**src/rtl/bp_pkg.sv**
```systemverilog
// ----------------------------------------------------------------------------
// bp_pkg
//   Shared definitions for the branch prediction table.
//   - BP_BIMODAL / BP_GSHARE : values for the MODE parameter.
//   - BP_MAX_N               : widest counter that sat_next can handle.
//   - sat_next()             : next value of an n-bit saturating counter.
//     The update path and the lookup forwarding path both call it, so the
//     two can never disagree about where the counter saturates.
// ----------------------------------------------------------------------------
package bp_pkg;

    localparam int BP_BIMODAL = 0;
    localparam int BP_GSHARE  = 1;

    // Counters are carried through sat_next zero-extended to this width.
    localparam int BP_MAX_N   = 16;

    // Saturating step of an n-bit counter (n <= BP_MAX_N). The counter is
    // passed zero-extended, and the caller truncates the result back to n bits.
    function automatic logic [BP_MAX_N-1:0] sat_next(
        input logic [BP_MAX_N-1:0] ctr,
        input logic                taken,
        input int                  n
    );
        logic [BP_MAX_N-1:0] top;
        // When n == BP_MAX_N the shift wraps to 0, and top becomes all ones.
        top = (BP_MAX_N'(1) << n) - BP_MAX_N'(1);
        if (taken) begin
            return (ctr == top) ? ctr : ctr + BP_MAX_N'(1);
        end
        return (ctr == '0) ? ctr : ctr - BP_MAX_N'(1);
    endfunction

endpackage

```
**src/rtl/sat_ctr_n.sv**
```systemverilog
// ----------------------------------------------------------------------------
// sat_ctr_n
//   One N-bit saturating up/down counter, which is one entry of the
//   prediction table.
//   Ports:
//     clk    in   clock, rising edge
//     reset  in   synchronous, active-high; clears to 0 (strongly not-taken)
//     branch in   a resolved branch updates this entry this cycle
//     taken  in   outcome: 1 counts up, 0 counts down (no wrap)
//     ctr    out  current counter value
// ----------------------------------------------------------------------------
module sat_ctr_n
    import bp_pkg::*;
#(
    parameter int N = 2
) (
    input  logic         clk,
    input  logic         reset,
    input  logic         branch,
    input  logic         taken,
    output logic [N-1:0] ctr
);

    always_ff @(posedge clk) begin
        if (reset) begin
            ctr <= '0;
        end else if (branch) begin
            ctr <= N'(sat_next(BP_MAX_N'(ctr), taken, N));
        end
    end

endmodule

```
**src/rtl/branch_pred_table.sv**
```systemverilog
// ----------------------------------------------------------------------------
// branch_pred_table
//   Table of 2^IDX_BITS N-bit saturating counters. The table is indexed by
//   the PC (bimodal) or by the PC XOR the global history (gshare). The
//   prediction is registered, and a separate port resolves branches.
//   Parameters:
//     N          counter width; the MSB set means predict taken
//     IDX_BITS   log2 of the number of table entries
//     HIST_BITS  global history length (must be <= IDX_BITS)
//     MODE       BP_BIMODAL or BP_GSHARE
//   Ports:
//     clk, reset                 clock and synchronous active-high reset
//     lk_valid, lk_pc            lookup request from fetch
//     pred_valid/taken/index     registered prediction, 1 cycle after lookup
//     upd_valid/index/taken/mispred  resolved branch from execute
//     mispred_count              saturating 16-bit mispredict count
// ----------------------------------------------------------------------------
module branch_pred_table
    import bp_pkg::*;
#(
    parameter int N         = 2,
    parameter int IDX_BITS  = 4,
    parameter int HIST_BITS = 4,
    parameter int MODE      = 1
) (
    input  logic                clk,
    input  logic                reset,
    input  logic                lk_valid,
    input  logic [IDX_BITS-1:0] lk_pc,
    output logic                pred_valid,
    output logic                pred_taken,
    output logic [IDX_BITS-1:0] pred_index,
    input  logic                upd_valid,
    input  logic [IDX_BITS-1:0] upd_index,
    input  logic                upd_taken,
    input  logic                upd_mispred,
    output logic [15:0]         mispred_count
);

    localparam int ENTRIES = 1 << IDX_BITS;
    // Counter values at or above this threshold have the MSB set.
    localparam logic [N-1:0] TAKEN_MIN = N'(1) << (N - 1);

    logic [ENTRIES-1:0][N-1:0] ctr_tbl;
    logic [HIST_BITS-1:0]      ghr;
    logic [IDX_BITS-1:0]       lk_idx;
    logic [N-1:0]              upd_next;
    logic [N-1:0]              lk_ctr;
    logic                      fwd_hit;

    // ---------------- counter table ----------------
    for (genvar i = 0; i < ENTRIES; i++) begin : g_ctr
        sat_ctr_n #(.N(N)) u_ctr (
            .clk    (clk),
            .reset  (reset),
            .branch (upd_valid && (upd_index == IDX_BITS'(i))),
            .taken  (upd_taken),
            .ctr    (ctr_tbl[i])
        );
    end

    // ---------------- lookup index ----------------
    // The pre-edge history is used. A same-cycle update affects only the
    // next lookup.
    always_comb begin
        lk_idx = lk_pc;
        if (MODE == BP_GSHARE) begin
            lk_idx = lk_pc ^ IDX_BITS'(ghr);
        end
    end

    // ---------------- forwarding ----------------
    // When a lookup hits the entry that is being updated in the same cycle,
    // the prediction uses the post-update value. That value is the one the
    // counter holds after this edge.
    always_comb begin
        upd_next = N'(sat_next(BP_MAX_N'(ctr_tbl[upd_index]), upd_taken, N));
        fwd_hit  = upd_valid && (upd_index == lk_idx);
        lk_ctr   = fwd_hit ? upd_next : ctr_tbl[lk_idx];
    end

    // ---------------- prediction registers ----------------
    always_ff @(posedge clk) begin
        if (reset) begin
            pred_valid <= 1'b0;
            pred_taken <= 1'b0;
            pred_index <= '0;
        end else begin
            pred_valid <= lk_valid;
            if (lk_valid) begin
                pred_index <= lk_idx;
                pred_taken <= (lk_ctr >= TAKEN_MIN);
            end
        end
    end

    // ---------------- history and mispredict count ----------------
    // History is non-speculative: it shifts only when a branch resolves.
    always_ff @(posedge clk) begin
        if (reset) begin
            ghr           <= '0;
            mispred_count <= '0;
        end else if (upd_valid) begin
            ghr <= HIST_BITS'({ghr, upd_taken});
            if (upd_mispred && (mispred_count != 16'hFFFF)) begin
                mispred_count <= mispred_count + 16'd1;
            end
        end
    end

endmodule

```
**config.mk**
```make
export PLATFORM = sky130hd
export DESIGN_NAME = branch_pred_table
export DESIGN_NICKNAME = d
export VERILOG_FILES = /design/src/rtl/bp_pkg.sv /design/src/rtl/sat_ctr_n.sv /design/src/rtl/branch_pred_table.sv
export SDC_FILE = /design/constraint.sdc
export NUM_CORES = 1
export LEC_CHECK = 0
export CAP_MARGIN = 10
export CORE_ASPECT_RATIO = 0.8
export CORE_MARGIN = 5
export CORE_UTILIZATION = 56
export DETAILED_ROUTE_END_ITERATION = 16
export GPL_TIMING_DRIVEN = 0
export PLACE_DENSITY = 0.75
export SYNTH_ARGS = -nofsm -noshare
export SYNTH_HDL_FRONTEND = slang
export SYNTH_SLANG_ARGS = --single-unit
```
**constraint.sdc**
```tcl
create_clock -name clk -period 2.6 [get_ports clk]
set_input_delay 0.26 -clock clk [delete_from_list [all_inputs] [get_ports clk]]
set_output_delay 0.26 -clock clk [all_outputs]
set_load 0.005 [all_outputs]
```
**Run 1: wires at chosen ports, followed through buffers**

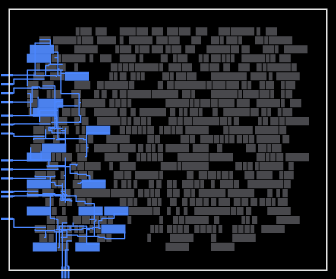
Blue shows mispred_count, bits 16, direction output, edge 13 west, 3 south, end cells 16, wire 651 µm.

**Run 1: signal wires on met3**

The bar under the picture is 20 µm long.
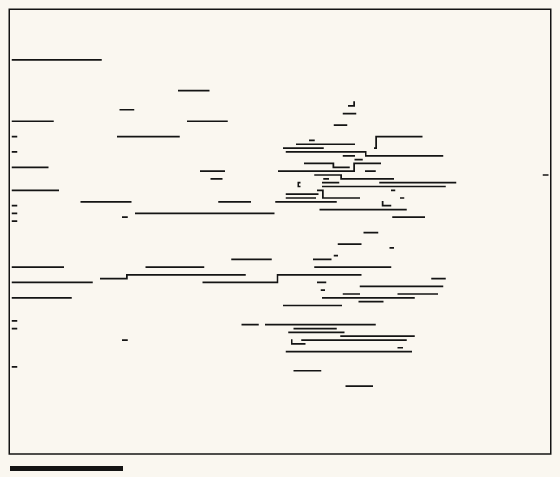
The longest straight run is 24.4 µm. The layer holds 6.9% of the routed length. The wires run mostly horizontal.

**Run 1: placement density heat map**

10 x 8 tiles, from black (low) to pale yellow (high), 0 to 100% covered.
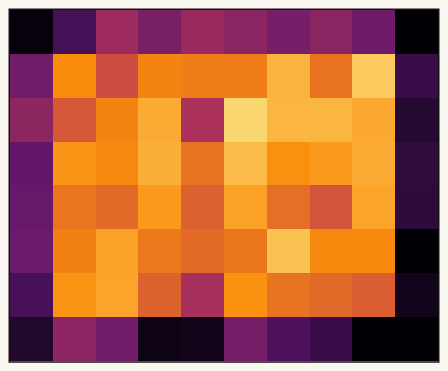
The emptiest ninth of the die: south-east. The fullest tile reaches 91%. 28% of the tiles are over 75% full. The mean over all tiles is 52%. 6.2% of the tiles are nearly empty.

==> flow_summary.yaml, run 1 <==
# implementation run metrics
clock_network:
  root_buffer: "clkbuf_8"
  ctsHoldBuffers: 0
  cts_max_level: 3
  clock_latency_ps: 340
  path_clk_slew_ps: 70
cells_and_area:
  largest_class: "logic gates"
  clock_area_frac: 0.0714
  comb-cell-share: 0.500
  nets: 462
  stdcell_area_um2: 4000
  insertedDiodeCount: 0
  inv_count: 8
  nFillCells: 468
run_status:
  run_status: "finished, final reports clean"
power:
  p_int_mw: 1.80
  pwr-share-comb: 0.087
  p_clk_mw: 1.19
  powerDensity_nw_per_um2: 576
critical_path:
  cp-start-kind: "flop"
  path_max_fanout: 5
  worstSetupStartpoint: "ghr[3]"
  crit_buf_inv: 0
  path_delay_family: "simple AND/OR/NAND/NOR gates"
  required_ps: 2830
  r2r_start: "ghr[3]"
hold_path:
  hp-class: "input port to flop"
  holdPathStages: 3
  min_to: "pred_index[3]"
final_timing:
  clock.fmax_ghz: 0.407
  slew_violations: 0
  setup_violations: 0
detailed_routing:
  wirelength_um: 8790
  wl_per_cell_um: 16.5
  firstDrtPassIters: 5
  first_iter_violations: 278
yosys:
  ys_async_sr_fraction: 0
  ys_warn_count: 0
  netlist_area_um2: 3290
  synth_area_leader_cell: "dfxtp_1"
place:
  gp_congestion: 0.923
  dp_hpwl_um: 6200
floorplan:
  row_count: 25
  io_pins: 36
  die_w_um: 95.7
## run 1: registers in the layout, indices dropped and copies added (netlist names)
signal	cells
pred_valid	1
mispred_count	16
pred_index	4
pred_taken	1
ghr	4
g_ctr.u_ctr.ctr	32
## run 1: cells by family after synthesis
family | synth area share
AND/OR/NAND/NOR | 0.228
buffers and inverters | 0.0384
XOR/XNOR | 0.0396
flip-flops | 0.353
adder cells (fa/ha/maj) | 0.00381
multiplexers | 0.113
AND-OR/OR-AND | 0.224
## run 1: metrics by stage
step                      power [mW]  worst slack (ps)  std cells  TNS (ps)   util
after floorplan                 1.05               448        404         0      -
after global placement          1.13              -210        517      -210  0.637
after detailed placement        1.13              -234        517      -244  0.637
after CTS                       2.32              84.3        533         0  0.686
after global routing            2.38             0.141        533         0  0.687
final                           2.30               144        533         0  0.687
## run 1: metal layers
metal,wire (µm),GRT usage
met1,3970,0.347
met2,3980,0.392
met3,608,0.0556
met4,221,0.0938
met5,0,0
## run 1: worst min-delay path, cell delays in order
cell and delay, ps:
clkbuf_1 170, nor2_1 130, a211oi_1 50
## run 1: layout by cell type, fill, tap and decap left out, types with 3 or more instances in the layout
cell type	instances
nand2b_1	5
and3_1	9
mux2_2	5
nand2_1	48
or3_1	5
or4_1	9
xor2_1	8
nor2_1	29
mux4_2	8
a21o_1	5
nand3_1	12
xnor2_1	5
a31oi_1	4
clkbuf_1	20
nor3_1	10
a21oi_1	38
inv_1	8
bufinv_16	4
a211oi_1	3
a311oi_1	6
o211ai_1	4
o21ai_0	41
and2_1	9
mux2i_1	7
dfxtp_1	58
o31ai_1	10
clkbuf_8	12
clkdlybuf4s50_1	32
or2_2	6
o41ai_1	3
==> inputs of run 2 (changes only) <==
==> constraint.sdc (replaced) <==
create_clock -name clk -period 2.6 [get_ports clk]
set_input_delay 0.26 -clock clk [delete_from_list [all_inputs] [get_ports clk]]
set_output_delay 0.26 -clock clk [all_outputs]
set_load 0.05 [all_outputs]
==> flow_summary.yaml, run 2 <==
# implementation run metrics
cells_and_area:
  fin_util: 0.687
  stdcell_area_um2: 4000
  nets: 462
  final_cells: 533
  reg.largest.list: "g_ctr.u_ctr.ctr (32), mispred_count (16)"
  insertedDiodeCount: 0
  largest_reg_flops: 32
  layout_top_cell: "dfxtp_1"
  top_register: "g_ctr.u_ctr.ctr"
  final_cell_mix: "dfxtp_1, nand2_1, o21ai_0, a21oi_1, clkdlybuf4s50_1"
floorplan:
  die_w_um: 95.7
  row_count: 25
final_timing:
  slew_violations: 0
  tns_ps: 0
  clock.fmax_ghz: 0.407
  setup_violations: 0
  max_slew_margin: 0.523
  worst_pin_slew_ps: 711
  fin_ws_ps: 144
critical_path:
  cp-start-kind: "flop"
  required_ps: 2830
  path_max_fanout: 5
  r2r_start: "ghr[3]"
  rr_endpoint: "pred_taken"
detailed_routing:
  wirelength_um: 8790
  wl_per_cell_um: 16.5
  first_iter_violations: 278
  via_per_inst: 6.10
  firstDrtPassIters: 5
run_status:
  run_status: "finished, final reports clean"
clock_network:
  clock_latency_ps: 340
  ctsHoldBuffers: 0
  cts.sinks: 58
  path_clk_slew_ps: 70
  cts_resized: 0
  cts_tree: "yes"
  cts_max_level: 3
  post-cts-setup-buffers: 0
  root_buffer: "clkbuf_8"
hold_path:
  min_to: "pred_index[3]"
  hp-class: "input port to flop"
  holdPathStages: 3
yosys:
  netlist_area_um2: 3290
  ys_async_sr_fraction: 0
  ys_warn_count: 0
  top_cell_area_share: 0.353
  synth_cell_types: 49
  synth_area_leader_cell: "dfxtp_1"
  ys_seq_frac: 0.353
place:
  place_inst: 517
  post-place-ws_ps: -234
  gp_congestion: 0.923
  dp_hpwl_um: 6200
  place_area_um2: 3710
power:
  powerDensity_nw_per_um2: 583
  p_total_mw: 2.33
global_route:
  overflow: 0
run 2: cell counts after synthesis:
No cell type changed its count.
run 2: layout make-up:
type                            instances  area (µm²)
Clock buffer                           12         165
Timing Repair Buffer                   32         320
Inverter                                8        30.0
Multi-Input combinational cell        313        2000
Clock inverter                          4         120
Tap cell                               81         101
Fill cell                             468        1820
Sequential cell                        58        1160
Buffer                                 25        97.6
run 2: power breakdown:
part	internal [mW]	leakage [nW]	switching [mW]
registers	0.902	0.469	0.0114
clock network	0.813	0.143	0.373
logic	0.0813	0.758	0.148
total	1.80	1.37	0.532
run 2: cell families after synthesis:
logic type / after synthesis / synth area share
buf+inv: 33 / 0.0384
compound gates: 123 / 0.224
xor+xnor: 14 / 0.0396
fa+ha+maj: 1 / 0.00381
flops: 58 / 0.353
simple gates: 152 / 0.228
mux: 23 / 0.113
run 2: layer usage:
| layer | vias to the layer above | wire (µm) | track usage | part of all wire |
|---|---|---|---|---|
| met5 | - | 0 | 0 | 0 |
| met4 | 0 | 221 | 0.0938 | 0.025 |
| met3 | 23 | 608 | 0.0556 | 0.069 |
| met2 | 147 | 3980 | 0.392 | 0.45 |
| met1 | 1521 | 3970 | 0.347 | 0.45 |
| li1 | 1562 | - | - | - |
run 2: how the worst max path moves through the flow:
stage / start / endpoint / slack, ps / depth (start not counted)
4_1_cts: upd_index[1] / pred_taken / 80 / 7
3_3_place_gp: upd_index[1] / pred_taken / -210 / 7
6_report: ghr[3] / pred_taken / 140 / 5
2_1_floorplan: mispred_count[6] / mispred_count[3] / 390 / 7
5_1_grt: mispred_count[6] / mispred_count[5] / 0.1 / 7
3_5_place_dp: upd_index[1] / pred_taken / -230 / 7
run 2: critical path: stages (launching register included):
cell and delay, ps:
dfxtp_1 360, xnor2_1 510, mux2_1 380, or4_1 560
or2_0 220, o311a_1 320
**Run 2: wires at chosen ports, followed through buffers**

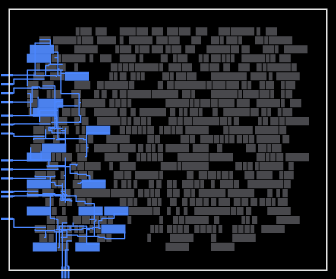
I/O pin count: 36
IO buf count: 32

**Run 2: gate-type map**

The bar under the picture is 20 µm long.
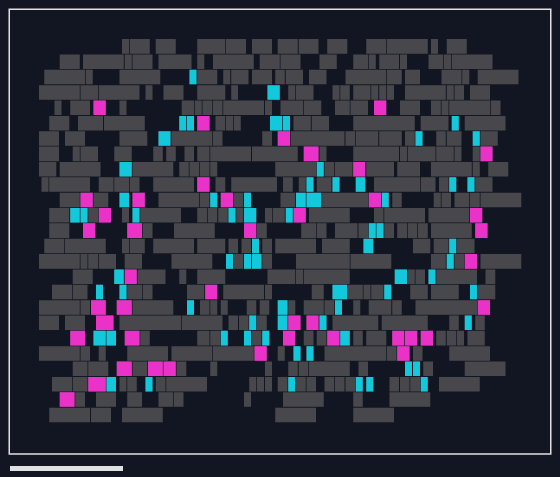
Magenta shows and/or cells, cells 42. Cyan shows nand cells, cells 69.

==> inputs of run 3 (changes only) <==
==> constraint.sdc (replaced) <==
create_clock -name clk -period 2.6 [get_ports clk]
set_input_delay 0.52 -clock clk [delete_from_list [all_inputs] [get_ports clk]]
set_output_delay 0.52 -clock clk [all_outputs]
set_load 0.05 [all_outputs]
**Run 3: signal wires on met3**

The bar under the picture is 20 µm long.
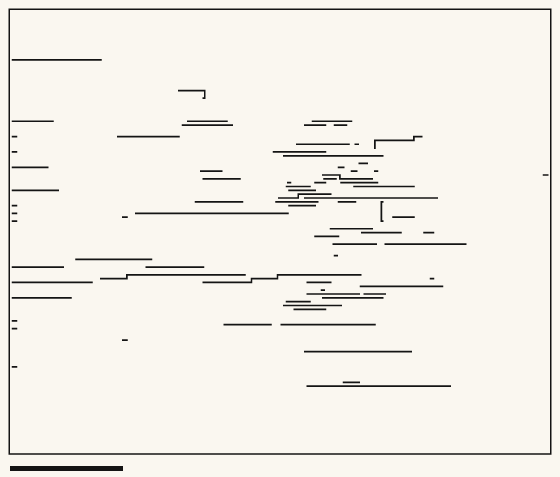
The longest straight run is 26.9 µm. 57 nets have wire on it. The wires run mostly horizontal.

==> flow_summary.yaml, run 3 <==
# implementation run metrics
critical_path:
  critPathCaptureType: "flop"
  cp_slowest_cell: "or4_1"
  worstSetupStartpoint: "lk_pc[3]"
  path_cells: "clkdlybuf4s50_1 > xnor2_4 > mux2_1 > or4_1 > or2_0 > o311a_1"
  required_ps: 2830
  path_max_fanout: 5
  max_stage_delay_ps: 560
  worstSetupPathType: "input port to flop"
  cp-start-kind: "input port"
  r2r_start: "mispred_count[6]"
final_timing:
  clock.fmax_ghz: 0.396
  worst_pin_slew_ps: 720
  slew_violations: 0
  setup_violations: 0
  post-route-period-util: 0.972
  max_slew_margin: 0.517
  clock-skew-final_ps: 8.16
  rsz0062_at_grt: "no"
clock_network:
  cts.sinks: 58
  clock_latency_ps: 340
  root_buffer: "clkbuf_8"
  path_clk_slew_ps: 70
  ctsHoldBuffers: 0
  cts_tree: "yes"
  post-cts-setup-buffers: 0
  cts_max_level: 3
hold_path:
  hp-class: "flop to flop"
  hp-start: "pred_index[2]"
detailed_routing:
  antenna_left: 0
  first_iter_violations: 303
  wirelength_um: 8820
  drc: 0
  vias: 3237
  firstDrtPassIters: 5
  wl_per_cell_um: 16.6
  via_per_inst: 6.07
yosys:
  ys_async_sr_fraction: 0
  ys_warn_count: 0
  synth_area_leader_cell: "dfxtp_1"
  synth_chip_area_um2: 3290
  synth_cell_types: 49
  most_common_cell: "dfxtp_1"
  edf_count: 0
  ys_ff: 58
  ys_cells: 404
  netlist_area_um2: 3290
  syn-num-nets: 419
  ff_type: "dfxtp_1"
  top_cell_area_share: 0.353
  top_cells_by_area: "dfxtp_1, o21ai_0, a21oi_1"
  ys_seq_frac: 0.353
global_route:
  grt_use_total: 0.254
  grt_pass1_wl_um: 15000
  antenna_found_initial: 0
  grt_max_degree: 11
  grt_pass1_vias: 3031
  overflow: 0
place:
  place_area_um2: 3710
  gp_congestion: 0.923
  portBuffers: 32
  dp_hpwl_um: 6200
  place_inst: 517
cells_and_area:
  largest_reg_flops: 32
  stdcell_area_um2: 4030
  top_register: "g_ctr.u_ctr.ctr"
  syn_to_final_growth_pct: 22.5
  final_cell_mix: "dfxtp_1, nand2_1, o21ai_0, a21oi_1, clkdlybuf4s50_1"
  insertedDiodeCount: 0
  final_cells: 533
  drive_gt1_frac: 0.0929
  reg.largest.list: "g_ctr.u_ctr.ctr (32), mispred_count (16)"
  layout_top_cell: "dfxtp_1"
  nets: 462
floorplan:
  io_pins: 36
  die_area_um2: 7510
  fp_util: 0.565
  die_w_um: 95.7
  row_count: 25
power:
  p_leak_nw: 1.38
  p_total_mw: 2.34
  peakVddDrop_uv: 330
  powerDensity_nw_per_um2: 580
run:
  tool_warnings: 26
  cap_violations: 0
run_status:
  run_status: "finished, final reports clean"
**Run 3: wires at chosen ports, followed through buffers**

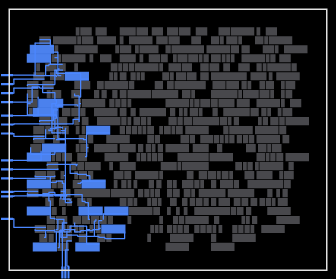

run 3: final cells by class:
type	instances	area, µm²
tap	81	101
buffer	25	104
fill	461	1790
multi-input combinational	313	2030
sequential	58	1160
clock buffer	12	165
clock inverter	4	120
inverter	8	30.0
timing repair buffer	32	320
run 3: critical path, delay by kind of cell:
family                    cells  cell delay (ps)
and+or+nand+nor               2              780
AOI/OAI and AO/OA             1              320
xor gates and xnor gates      1              270
muxes                         1              350
buffers and inverters         1              510
run 3: cell families after synthesis:
| group | count (synthesis) | share of synthesized area |
|---|---|---|
| compound gates | 123 | 0.224 |
| flops | 58 | 0.353 |
| simple gates | 152 | 0.228 |
| mux | 23 | 0.113 |
| fa+ha+maj | 1 | 0.00381 |
| xor+xnor | 14 | 0.0396 |
| buf+inv | 33 | 0.0384 |
run 3: final timing paths:
path | end | slack, ps | cells past startpoint
setup / recovery | pred_taken | 70 | 6
hold reg to reg | pred_index[2] | 490 | 2
hold / removal | pred_index[2] | 490 | 2
setup reg to reg | mispred_count[13] | 330 | 7
run 3: what timing repair did:
item / CTS / global route
gates resized: 2 / 6
cloned: 0 / 0
setup endpoints to repair: 1 / 4
run 3: through the flow:
step           TNS (ps)  setup WS (ps)   util  hold slack (ps)
2_1_floorplan         0            273      -              455
3_3_place_gp      -2700           -470  0.637              475
3_5_place_dp      -3890           -494  0.637              480
4_1_cts               0           49.3  0.688              487
5_1_grt               0          0.141  0.692              509
6_report              0           71.6  0.692              486
run 3: routing by layer:
metal  global-route usage  part of all wire
met1                0.347              0.46
met4               0.0938             0.020
met5                    0                 0
met3               0.0556             0.064
met2                0.392              0.46
run 3: power by group:
group | leakage, nW | internal [mW] | switching [mW]
Sequential | 0.469 | 0.902 | 0.0117
Clock | 0.143 | 0.813 | 0.377
Combinational | 0.769 | 0.0842 | 0.149
No activity file was given, so power comes from the tool's default toggle rates.
